`src/rtl/gpio_step_gen.sv`:
```
// Two-axis step/direction pulse generator driven by GPIO command words.
// Returns packed axis status plus a completion latch strobe for the GPIO emulator.
module gpio_step_gen #(
  parameter int unsigned MIN_HALF = 2
) (
  input  logic        clk,
  input  logic        reset,
  input  logic [31:0] cmd_in,
  input  logic        cmd_load,
  output logic [1:0]  step_out,
  output logic [1:0]  dir_out,
  output logic [1:0]  busy,
  output logic [31:0] status_out,
  output logic        status_latch
);

  localparam int unsigned NAX = 2;
  localparam int unsigned CW  = 14;
  localparam int unsigned HW  = 16;

  typedef enum logic [1:0] {IDLE, LOW, HIGH} state_t;

  // Command word fields
  logic          cmd_axis;
  logic          cmd_dir;
  logic [CW-1:0] cmd_n;
  logic [HW-1:0] cmd_p;
  logic [HW-1:0] cmd_pe;

  assign cmd_axis = cmd_in[31];
  assign cmd_dir  = cmd_in[30];
  assign cmd_n    = cmd_in[29:16];
  assign cmd_p    = cmd_in[15:0];
  assign cmd_pe   = (cmd_p < HW'(MIN_HALF)) ? HW'(MIN_HALF) : cmd_p;

  // Next-cycle values gathered from both axes feed the registered outputs
  logic [NAX-1:0]         step_nx;
  logic [NAX-1:0]         dir_nx;
  logic [NAX-1:0]         busy_nx;
  logic [NAX-1:0]         ovr_nx;
  logic [NAX-1:0]         done_nx;
  logic [NAX-1:0][CW-1:0] pos_nx;

  for (genvar a = 0; a < NAX; a++) begin : g_axis
    state_t        state_q, state_d;
    logic [HW-1:0] half_q, half_d;
    logic [HW-1:0] pe_q, pe_d;
    logic [CW-1:0] rem_q, rem_d;
    logic [CW-1:0] pos_q, pos_d;
    logic          ovr_q, ovr_d;
    logic          dir_q, dir_d;
    logic          step_d;
    logic          done_d;
    logic          hit;

    assign hit = cmd_load && (cmd_axis == 1'(a));

    always_ff @(posedge clk) begin
      if (reset) begin
        state_q <= IDLE;
        half_q  <= '0;
        pe_q    <= '0;
        rem_q   <= '0;
        pos_q   <= '0;
        ovr_q   <= 1'b0;
        dir_q   <= 1'b0;
      end else begin
        state_q <= state_d;
        half_q  <= half_d;
        pe_q    <= pe_d;
        rem_q   <= rem_d;
        pos_q   <= pos_d;
        ovr_q   <= ovr_d;
        dir_q   <= dir_d;
      end
    end

    // half_q counts cycles left in the current phase, minus one
    always_comb begin
      state_d = state_q;
      half_d  = half_q;
      pe_d    = pe_q;
      rem_d   = rem_q;
      pos_d   = pos_q;
      ovr_d   = ovr_q;
      dir_d   = dir_q;
      step_d  = 1'b0;
      done_d  = 1'b0;
      case (state_q)
        IDLE: begin
          if (hit && (cmd_n != '0)) begin
            state_d = LOW;
            half_d  = cmd_pe - HW'(1);
            pe_d    = cmd_pe;
            rem_d   = cmd_n;
            dir_d   = cmd_dir;
          end
        end
        LOW: begin
          if (half_q == '0) begin
            state_d = HIGH;
            half_d  = pe_q - HW'(1);
            step_d  = 1'b1;
            pos_d   = dir_q ? (pos_q + CW'(1)) : (pos_q - CW'(1));
          end else begin
            half_d = half_q - HW'(1);
          end
        end
        HIGH: begin
          if (half_q == '0) begin
            if (rem_q == CW'(1)) begin
              state_d = IDLE;
              done_d  = 1'b1;
            end else begin
              state_d = LOW;
              half_d  = pe_q - HW'(1);
            end
            rem_d = rem_q - CW'(1);
          end else begin
            half_d = half_q - HW'(1);
            step_d = 1'b1;
          end
        end
        default: state_d = IDLE;
      endcase
      // A zero-length command only clears overrun; a real one while moving is dropped
      if (hit) begin
        if (cmd_n == '0) begin
          ovr_d = 1'b0;
        end else if (state_q != IDLE) begin
          ovr_d = 1'b1;
        end
      end
    end

    assign step_nx[a] = step_d;
    assign dir_nx[a]  = dir_d;
    assign busy_nx[a] = (state_d != IDLE);
    assign ovr_nx[a]  = ovr_d;
    assign done_nx[a] = done_d;
    assign pos_nx[a]  = pos_d;
  end

  // Outputs and status register together so status matches the pins every cycle
  always_ff @(posedge clk) begin
    if (reset) begin
      step_out     <= '0;
      dir_out      <= '0;
      busy         <= '0;
      status_out   <= '0;
      status_latch <= 1'b0;
    end else begin
      step_out     <= step_nx;
      dir_out      <= dir_nx;
      busy         <= busy_nx;
      status_out   <= {busy_nx[1], busy_nx[0], ovr_nx[1], ovr_nx[0], pos_nx[1], pos_nx[0]};
      status_latch <= |done_nx;
    end
  end

endmodule

```
`config.mk`:
```
export PLATFORM = sky130hd
export DESIGN_NAME = gpio_step_gen
export DESIGN_NICKNAME = d
export VERILOG_FILES = /design/src/rtl/gpio_step_gen.sv
export SDC_FILE = /design/constraint.sdc
export NUM_CORES = 1
export LEC_CHECK = 0
export CAP_MARGIN = 15
export CELL_PAD_IN_SITES_DETAIL_PLACEMENT = 0
export CELL_PAD_IN_SITES_GLOBAL_PLACEMENT = 1
export CORE_MARGIN = 2
export CORE_UTILIZATION = 29
export DETAILED_ROUTE_END_ITERATION = 8
export PLACE_DENSITY_LB_ADDON = 0.1
export SLEW_MARGIN = 20
export SYNTH_ARGS = -nofsm -noshare
export SYNTH_HDL_FRONTEND = slang
export SYNTH_SLANG_ARGS = --single-unit
```
`constraint.sdc`:
```
create_clock -name clk -period 4.5 [get_ports clk]
set_clock_uncertainty 0.2 [all_clocks]
set_input_delay 0.9 -clock clk [delete_from_list [all_inputs] [get_ports clk]]
set_output_delay 0.9 -clock clk [all_outputs]
set_load 0.1 [all_outputs]
```
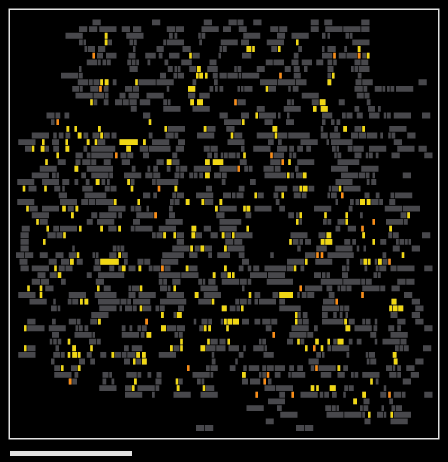
**Above:** gate families picked out.
The bar under the picture is 50 um long.
- inv cells: orange (cells 34; where spread over the die)
- nor cells: yellow (cells 214)
Post-Layout Cell Count: 1547
logic share of the area: 52.9%
most numerous logic cell after layout: nor2_1

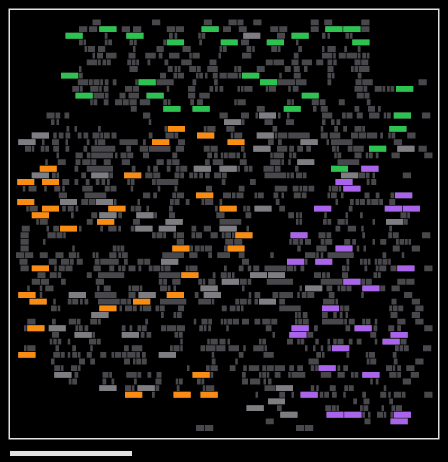
**Above:** register map, names as in the netlist.
The bar under the picture is 50 um long. Other sequential cells in the stronger grey, the rest of the logic in the fainter grey.
- g_axis.pos_q: green (flops 26)
- g_axis.rem_q: purple (flops 28)
- g_axis.pe_q: orange (flops 32)
- not coloured: 47
seq pwr: 1.37 mW
Seq/total area: 26.0%

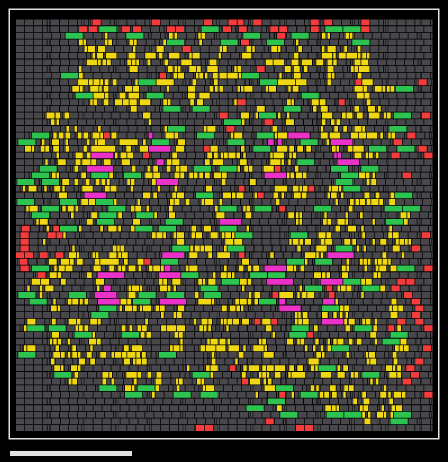
**Above:** cell classes on the final placement.
The bar under the picture is 50 um long. Fill, decap, tap and diode cells in grey.
- clock drivers and dummy loads: magenta (cells 32; share of their area 6.6%)
- registers: green (cells 133; share of their area 27%)
- remaining buffers and delay cells: red (cells 98; share of their area 9.4%)
- remaining logic cells: yellow (cells 900; share of their area 57%)

==> registers in the layout (all words and copies together), names as in the netlist <==
register and count:
status_latch 1, busy 2, g_axis.rem_q 28, g_axis.pe_q 32, dir_out 1, g_axis.pos_q 26
g_axis.state_q 4, step_out 2, status_out 4, g_axis.dir_q 1, g_axis.half_q 32
==> metrics by stage <==
step,power (mW),hold slack [ps],cells
after CTS,4.08,265,1547
final,4.03,266,1547
after global routing,4.25,290,1547
after floorplan,2.18,237,1094
after global placement,2.49,251,1515
after detailed placement,2.49,256,1515
==> kinds of logic (layout without fill, tap and decap cells) <==
group                      count (synthesis)  count (layout)
and+or+nand+nor                          430             430
AOI/OAI and AO/OA                        311             311
DFF                                      133             133
buffers and inverters                     95             164
xor gates and xnor gates                  49              49
adders and majority gates                 41              41
muxes                                     35              35
==> reports/qor.yml <==
cts_tree: "built"
worstRegToRegCells: 12
avgSynthCellArea_sq_um: 7.76
power.share.switching_pct: 33.6
switching_power_mw: 1.35
ys_sh_mux_pct: 4.16
critPathMaxStageDelay_ps: 530
critPathCaptureType: "flop"
min-delay-start: "g_axis[0].pe_q[15]$_SDFFE_PP0P_"
worstHoldPathCells: 2
dr.pass1.iters: 6
synthTopLogicFamily: "simple AND/OR/NAND/NOR gates"
clock_latency_ps: 420
critPathSlowestCell: "and4b_1"
regArea_sq_um: 2660
worstPathArrival_ps: 3600
async_flop_share_pct: 0
p_seq_share_pct: 34.0
inverters: 34
nWellTaps: 384
area_growth_pct: 20.8
drt-total-wl_um: 26700
status: "finished clean"
critPathKind: "reg2reg"
hold_class: "reg2reg"
fp_nets: 1170
startpoint: "g_axis[1].half_q[8]$_SDFFE_PP0P_"
grt_max_degree: 68
syn_area_sq_um: 8490
clk_share_pct: 6.32
antenna_found_initial: 0
cap_violations: 0
drive_gt1_share_pct: 7.65
setup.worst_path.start_class: "flop"
synth_flops: 133
timing.rr.start: "g_axis[1].half_q[8]$_SDFFE_PP0P_"
clock-sinks: 133
final_max_slew_viol_count: 0
drc: 0
grt_pass1_vias: 7697
fin_util_pct: 35.6
intPower_mw: 2.68
clkPwrFrac_pct: 39.0
power_leakage_nw: 3.85
dpl.hpwl_um: 19400
min_to: "g_axis[0].pe_q[15]$_SDFFE_PP0P_"
top_area_cell: "dfxtp_1"
ys_area_sq_um: 8490
path_depth: 12
grt-ovfl-total: 0
comb_cell_power_mw: 1.09
p_per_area_nw_per_um2: 393
antennaDiodeCount: 0
finalSetupViolCount: 0
timing.final.ws_setup_ps: 993
gr-usage-all-layers_pct: 17.8
synthCells: 1094
pg_clk_mw: 1.57
edf_count: 0
clkbuf_count: 19
logic_area_sq_um: 5420
simple_gate_share_pct: 24.2
reg2reg_to: "g_axis[1].half_q[4]$_SDFFE_PP0P_"
cts_buffer_depth: 2
buffer_area_share_pct: 8.93
min_period_ps: 3510
worstSetupEndpoint: "g_axis[1].half_q[4]$_SDFFE_PP0P_"
yosys-top-cells-area: "dfxtp_1, a21oi_1, nor2_1"
drtIter0Drc: 454
top_cell_area_share_pct: 31.4
final.setup.tns_ps: 0
No activity file was given, so power comes from the tool's default toggle rates.
